==> images/gates.png <==
Scale: 3 px per µm.
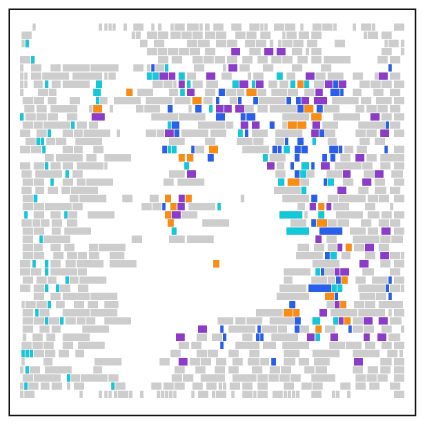
==> images/layers.png <==
Scale: 2 px per µm. Only two layers are drawn.
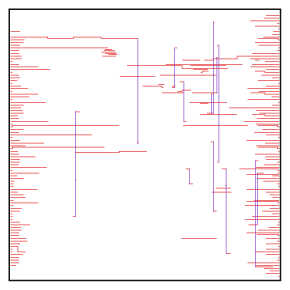
==> images/m4.png <==
Scale: 3 px per µm.
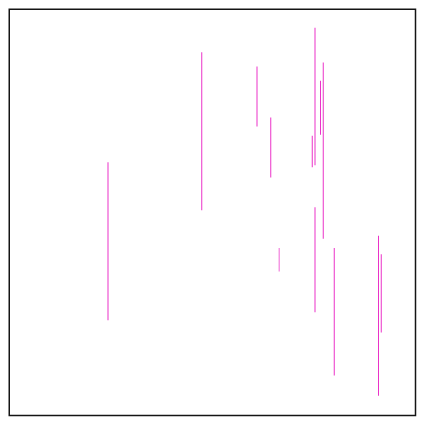
<file path="config.mk">
export PLATFORM = sky130hd
export DESIGN_NAME = pipe_fetch_unit
export DESIGN_NICKNAME = d
export VERILOG_FILES = /design/src/rtl/cpu_pipe_pkg.sv /design/src/rtl/pipe_pc_reg.sv /design/src/rtl/pipe_fetch_unit.sv
export SDC_FILE = /design/constraint.sdc
export NUM_CORES = 1
export LEC_CHECK = 0
export ABC_AREA = 0
export CAP_MARGIN = 20
export CORE_MARGIN = 3
export CORE_UTILIZATION = 35
export DETAILED_ROUTE_END_ITERATION = 10
export PLACE_DENSITY = 0.78
export SKIP_LAST_GASP = 1
export SYNTH_ARGS = -nofsm -noshare
export SYNTH_HDL_FRONTEND = slang
export SYNTH_HIERARCHICAL = 1
export SYNTH_SLANG_ARGS = --single-unit
</file>
<file path="constraint.sdc">
create_clock -name clk -period 5.9 [get_ports clk]
set_clock_uncertainty 0.05 [all_clocks]
set_input_delay 1.475 -clock clk [delete_from_list [all_inputs] [get_ports clk]]
set_output_delay 1.475 -clock clk [all_outputs]
set_load 0.05 [all_outputs]
</file>
<file path="src/rtl/cpu_pipe_pkg.sv">
// Shared encodings for the pipeline front end: next-PC select codes,
// fetch FSM states and the bubble instruction.
package cpu_pipe_pkg;

    localparam logic [1:0] PCSRC_SEQ = 2'b00;
    localparam logic [1:0] PCSRC_BR  = 2'b01;
    localparam logic [1:0] PCSRC_JR  = 2'b10;
    localparam logic [1:0] PCSRC_J   = 2'b11;

    localparam logic [31:0] INST_NOP = 32'h0000_0000;

    typedef enum logic {
        S_REQ  = 1'b0,
        S_HOLD = 1'b1
    } fetchState_t;

endpackage

</file>
<file path="src/rtl/pipe_pc_reg.sv">
// Program counter register: async active-high clear to RESET_PC, loads d when load=1.
module pipe_pc_reg #(
    parameter int              PC_W     = 32,
    parameter logic [PC_W-1:0] RESET_PC = '0
) (
    input  logic            clk,
    input  logic            clr,
    input  logic            load,
    input  logic [PC_W-1:0] d,
    output logic [PC_W-1:0] q
);

    always_ff @(posedge clk or posedge clr) begin
        if (clr) begin
            q <= RESET_PC;
        end else if (load) begin
            q <= d;
        end
    end

endmodule

</file>
<file path="src/rtl/pipe_fetch_unit.sv">
// Instruction-fetch stage: PC, next-PC select, imem ready/ack handshake and a one-entry hold buffer.
// Define PIPE_FETCH_PERF_EN to build the fetch/stall performance counters.
module pipe_fetch_unit
    import cpu_pipe_pkg::*;
#(
    parameter int              PC_W     = 32,
    parameter logic [PC_W-1:0] RESET_PC = '0
) (
    input  logic            clk,
    input  logic            clr,
    input  logic [1:0]      pcsource,
    input  logic [PC_W-1:0] bpc,
    input  logic [PC_W-1:0] rpc,
    input  logic [PC_W-1:0] jpc,
    input  logic            stall,
    input  logic            flush,
    input  logic [PC_W-1:0] flush_pc,
    output logic            imem_req,
    output logic [PC_W-1:0] imem_addr,
    input  logic [31:0]     imem_rdata,
    input  logic            imem_ack,
    output logic [31:0]     newInst,
    output logic [PC_W-1:0] pc4,
    output logic            wir,
    output logic [31:0]     perf_fetch,
    output logic [31:0]     perf_stall
);

    fetchState_t     state;
    logic [31:0]     holdBuf;
    logic [PC_W-1:0] pc;
    logic [PC_W-1:0] npc;
    logic [PC_W-1:0] pcNext;
    logic            pcLoad;
    logic            inReq;

    pipe_pc_reg #(
        .PC_W     (PC_W),
        .RESET_PC (RESET_PC)
    ) u_pc (
        .clk  (clk),
        .clr  (clr),
        .load (pcLoad),
        .d    (pcNext),
        .q    (pc)
    );

    assign pc4 = pc + PC_W'(4);

    always_comb begin
        npc = pc4;
        case (pcsource)
            PCSRC_SEQ: npc = pc4;
            PCSRC_BR:  npc = bpc;
            PCSRC_JR:  npc = rpc;
            PCSRC_J:   npc = jpc;
            default:   npc = pc4;
        endcase
    end

    // clr gates the handshake outputs directly so an in-flight request drops without waiting for an edge
    assign inReq     = (state == S_REQ);
    assign imem_req  = inReq & ~clr;
    assign imem_addr = pc;
    assign wir       = ~clr & ~flush & ~stall & (inReq ? imem_ack : 1'b1);
    assign newInst   = clr ? INST_NOP : (inReq ? imem_rdata : holdBuf);
    assign pcLoad    = flush | wir;
    assign pcNext    = flush ? flush_pc : npc;

    always_ff @(posedge clk or posedge clr) begin
        if (clr) begin
            state   <= S_REQ;
            holdBuf <= INST_NOP;
        end else if (flush) begin
            state   <= S_REQ;
            holdBuf <= INST_NOP;
        end else if (inReq) begin
            if (imem_ack && stall) begin
                state   <= S_HOLD;
                holdBuf <= imem_rdata;
            end
        end else if (!stall) begin
            state <= S_REQ;
        end
    end

`ifdef PIPE_FETCH_PERF_EN
    logic [31:0] fetchCnt;
    logic [31:0] stallCnt;

    always_ff @(posedge clk or posedge clr) begin
        if (clr) begin
            fetchCnt <= '0;
            stallCnt <= '0;
        end else begin
            if (wir) begin
                fetchCnt <= fetchCnt + 32'd1;
            end
            if (stall && (!inReq || imem_ack)) begin
                stallCnt <= stallCnt + 32'd1;
            end
        end
    end

    assign perf_fetch = fetchCnt;
    assign perf_stall = stallCnt;
`else
    assign perf_fetch = 32'd0;
    assign perf_stall = 32'd0;
`endif

endmodule

</file>
==> reports/qor.rpt <==
GRT
------------------------------------------------------------------------------
Most used routing layer in global routing                                 met2
Met2 routing resource usage after global routing                        0.3760

SETUP PATH
------------------------------------------------------------------------------
Capture point of the worst reg-to-reg path                          u_pc/q[23]
Critical path buffers and inverters                                          2
CP delay by family, top                                           buffers and inverters
Worst Reg2Reg Path Length in Cells                                           5
Kind of start point of the critical path                             flip-flop
Register-to-register setup slack                                       2.67 ns
Startpoint-to-endpoint class of the critical path                 flip-flop to output pin
Slowest cell on crit path                                         clkdlybuf4s50_1
Launch instance of the worst register-to-register path                   state
Critical path, cell by cell                                       ha_1 > nand3_1 > nor4_4 > buf_4 > and3_1 > xor2_1 > clkdlybuf4s50_1
Largest fanout on the critical path                                          8
Data arrival, critical path                                            3.18 ns
Number of logic stages on the critical path including buffering              7

FLOORPLAN
------------------------------------------------------------------------------
Horizontal extent of the die                                          134.9 µm

PLACEMENT
------------------------------------------------------------------------------
Cell Count Post-Placement                                                 1043
DP Area                                                               8288 µm²
Input/output buffers                                                       264

SYNTH
------------------------------------------------------------------------------
Sequential fraction of the synthesis area                               0.2796
Area fraction in full adders, half adders and majority gates          0.002151
Yosys stat chip area                                                  5817 µm²
Number of enable flip-flop cells                                             0
Synthesis-stage register bit count                                          65
Combined area of all synthesized cells                                5817 µm²
Synth mux share                                                         0.2269
Synth Warn #                                                                 6

FINAL LAYOUT
------------------------------------------------------------------------------
Non-clock buffering overhead                                            0.3169
Final Cell Area                                                       8623 µm²
Clock Buffer Count                                                          12
Area delta synth->final                                                 48.25%
Number of ordinary and repair buffers in the finished layout               275
Multi-input gates                                                          470
Highest-count logic cell in the final layout                      clkdlybuf4s50_1

TIMING
------------------------------------------------------------------------------
Worst setup margin                                                    1.197 ns
Setup repair after global routing missed its margin                         no

CLOCKING
------------------------------------------------------------------------------
Clock root cell                                                      clkbuf_16
Count of hold-fix buffers inserted at cts                                    0
CTS tree                                                                  done

RUN STATUS
------------------------------------------------------------------------------
Run status                                                        complete, no violations

MIN PATH
------------------------------------------------------------------------------
Instance count along the most critical hold path                             1
Min-delay src                                                      holdBuf[25]

ROUTE
------------------------------------------------------------------------------
Average via count per standard cell                                      5.241
M1 WL                                                                  7926 µm
Router iterations before antenna repair                                      4
Wire length on met2                                                   10100 µm
Drt first-iter violations                                                  359

POWER AND IR DROP
------------------------------------------------------------------------------
Power density cells                                               258.7 nW/µm²

Notes on gates.png above:
- aoi and oai cells: purple (cells 63; most used a221oi_1)
- nand cells: blue (cells 66; most used nand2_1)
- and/or cells: orange (cells 29)
- nor cells: cyan (cells 73; most used nor2_1; where widely spread)

Notes on layers.png above:
- M3: red (wire length 1990 µm)
- M4: purple (wire length 439 µm)
wire length per cell after detailed routing: 19.30 µm
routed wire length: 20460 µm

Notes on m4.png above:
- longest straight run: 58.5 µm
- main direction: vertical
- share of all routed wire: 2.2%
- nets with wire on the layer: 11
total via count after detailed routing: 5555

Power is estimated from default activity; no workload was simulated.
